Design logic_unit_pipe, sky130hd; sources not shown.
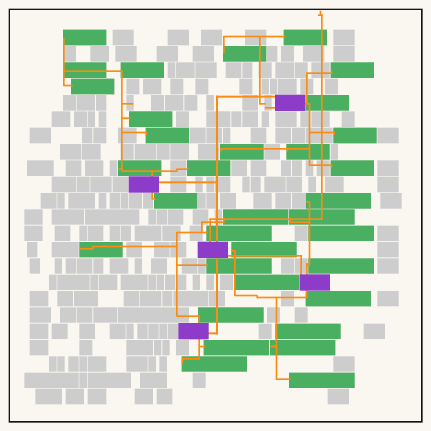
*Routed clock nets over the placement*
Drawn at 6 px/um.
clock wires: shown in orange, length 413 um. clock-net drivers: shown in purple, count 5. flip-flops: shown in green, count 34.
There are 6 routed clock nets.
Clk pwr share: 31.3%
clock network power: 392 uW
clk latency late pin: 280 ps

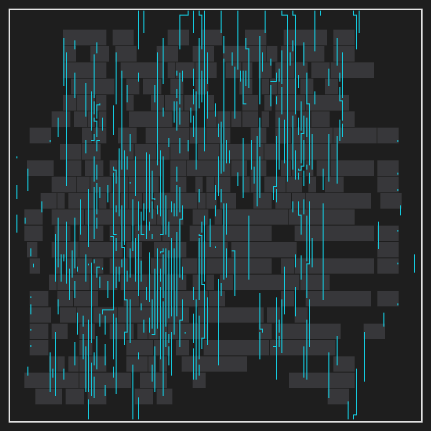
*Met2 routing*
Drawn at 6 px/um. Cells faint in the background.
The layer carries 1680 um of wire. The layer holds 48% of the routed length.
Post-Route WL: 3500 um
met2 usage: 27.3%
via count: 1540

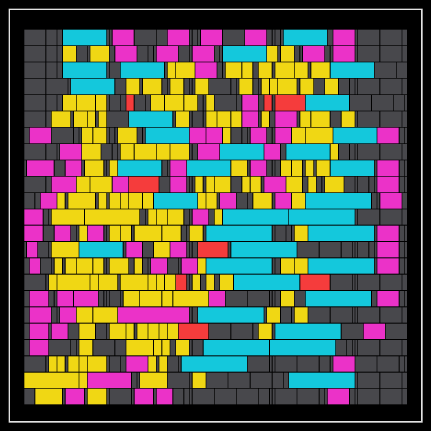
*Placement by cell class*
Drawn at 6 px/um. Fill, decap, tap and diode cells in grey.
remaining logic cells: shown in yellow, cells 151. sequential cells: shown in cyan, cells 34. remaining buffers and delay cells: shown in magenta, cells 70. clock drivers and dummy loads: shown in red, cells 8.
Core Util, Final: 66.2%
Seq/total area: 31.8%
design area: 2650 um2
core footprint: 4000 um2
Site Rows: 23

==> impl_metrics.env <==
# physical design summary
export IMPL_hold_buffers=0
export IMPL_synth_cell_types=43
export IMPL_cts_htree_levels=2
export IMPL_postCtsSetupBuffers=5
export IMPL_slowest_delay_ps=200
export IMPL_wire_per_inst_um=11.2
export IMPL_path_class="primary input to output pin"
export IMPL_ys_cells=202
export IMPL_syn_to_final_growth_pct=38.2
export IMPL_ys_ff=34
export IMPL_met1_length_um=1590
export IMPL_grt_pass1_vias=1371
export IMPL_cts_tree="built"
export IMPL_tightest_slew_ps=317
export IMPL_yosys_warnings=0
export IMPL_layout_drive_gt1_share_pct=20.2
export IMPL_clk_share_pct=3.07
export IMPL_ys_sh_mux_pct=1.83
export IMPL_critPathArrivalTime_ps=1430
export IMPL_crit_chain="clkdlybuf4s15_1, nor2b_2, nand2_1, and2_4, buf_6"
export IMPL_grt_overflow_total=0
export IMPL_async_flop_share_pct=0
export IMPL_cp_num_cells=5
export IMPL_grt_max_degree=21
export IMPL_tns_ps=0
export IMPL_openroad_warnings=30
export IMPL_buffer_area_share_pct=24.6
export IMPL_seq_power_share_pct=51.2
export IMPL_n_tap_cell=50
export IMPL_slew_headroom_pct=78.8
export IMPL_grt_usage_pct=16.5
export IMPL_drv_slew=0
export IMPL_clockRootBuffer="clkbuf_8"
export IMPL_worstPathMaxFanout=2
export IMPL_r2r_cells=8
export IMPL_cts_made_buffers=5
export IMPL_p_comb_share_pct=17.5
export IMPL_cap_violations=0
export IMPL_yosys_area_share_adder_pct=5.88
export IMPL_layout_top_cell="clkdlybuf4s50_1"
export IMPL_pre_cts_slack_ps=-599
export IMPL_critPathBufInv=2
export IMPL_met1_usage_pct=20.0
export IMPL_grt_pass1_wl_um=5770
export IMPL_ff_type="dfxtp_1"
export IMPL_seq_cell_power_uw=641
export IMPL_simple_gate_area_share_pct=21.4
export IMPL_logic_family="simple AND/OR/NAND/NOR gates"
export IMPL_power_density_nw_per_um2=474
export IMPL_postSynthAreaPerCell_um2=9.48
export IMPL_drtIter0Drc=99
export IMPL_gp_congestion=0.803
export IMPL_drt_pass1_iterations=4
export IMPL_die_height_um=68.5
export IMPL_required_ps=1480
export IMPL_grt_setup_unrepaired="false"
export IMPL_combGateArea_um2=957
export IMPL_grt_most_used_layer="met2"
export IMPL_path_clk_slew_ps=70
export IMPL_synth_area_um2=1910
export IMPL_port_buffers=40
export IMPL_worst_setup_path_end_kind="output pin"
export IMPL_largest_area_cell="edfxtp_1"
export IMPL_place_area_um2=2470
export IMPL_dp_hpwl_um=2490
export IMPL_synth_edff_count=16
export IMPL_status="completed"
export IMPL_top_area_share_pct=25.1
export IMPL_syn_inst=202
export IMPL_hold_viol_final=0
export IMPL_topRoutingLayerUsed="met4"
export IMPL_nFillCells=334
export IMPL_fp_nets=226
export IMPL_comb_cells=137
export IMPL_fin_ws_ps=51.7
export IMPL_xor_area_share_pct=6.41
export IMPL_ant_nets=0
export IMPL_largest_class="combinational gates"
export IMPL_power_group_top="registers"
export IMPL_antenna_found_initial=0
export IMPL_antennaDiodeCount=0
export IMPL_startpoint_type="primary input"
export IMPL_vias_per_cell=4.92
export IMPL_use_met3_pct=4.87
export IMPL_die_w_um=68.5
export IMPL_lay_top_cells="clkdlybuf4s50_1, buf_4, and2_1, dfxtp_1"
export IMPL_p_int_uw=955
export IMPL_setup_violations=0
export IMPL_final_nets=286
export IMPL_hold_class="register to register"
export IMPL_switching_share_pct=23.8
export IMPL_chipArea_um2=4690
export IMPL_combinationalPower_uw=220
export IMPL_fin_crit_ps=2350
export IMPL_leakage_nw=1.12
export IMPL_topCellsByArea="edfxtp_1, dfxtp_1, and2_1"
export IMPL_post_route_period_util_pct=97.8
export IMPL_crit_family="simple AND/OR/NAND/NOR gates"
export IMPL_critical_path_slowest_cell="clkdlybuf4s15_1"
export IMPL_clock_path_buffers=2
export IMPL_whs_path_depth=2
export IMPL_inverters_excl_clock=14
export IMPL_drc=0
export IMPL_ios=41
export IMPL_ys_chip_area_um2=1910
export IMPL_clkbuf_count=6
export IMPL_comb_share_pct=36.2
export IMPL_fp_util_pct=47.9
export IMPL_cts_sinks=34
export IMPL_buffers=70
export IMPL_rrSetupSlack_ps=630
export IMPL_routed_wl_met3_um=153
export IMPL_cts_resized=24
export IMPL_power_switching_uw=299
export IMPL_fmax_mhz=426
export IMPL_met2_length_um=1680
export IMPL_flop_count=34
export IMPL_ys_seq_share_pct=43.9
export IMPL_holdWs_ps=296
export IMPL_synth_compound_area_share_pct=12.4
export IMPL_vdd_drop_max_v=0.000254
export IMPL_ff_latch_area_um2=841
cell usage after synthesis (3+ instances only):
master / n
nor2b_1: 5
a21boi_1: 4
inv_1: 13
and3_1: 3
nand2_1: 11
nand3_1: 11
and2_1: 23
dfxtp_1: 18
a22oi_1: 3
nand4_1: 4
edfxtp_1: 16
a21oi_1: 6
xor2_1: 6
nor2_1: 16
buf_4: 7
nor3_1: 3
o21ai_1: 3
clkbuf_1: 5
xnor2_1: 8
ha_1: 9
stage by stage:
step | std cells | power [mW]
4_1_cts | 313 | 1.26
5_1_grt | 313 | 1.31
6_report | 313 | 1.25
2_1_floorplan | 202 | 0.775
3_3_place_gp | 300 | 0.853
3_5_place_dp | 300 | 0.859
Power and IR drop assume default switching activity.
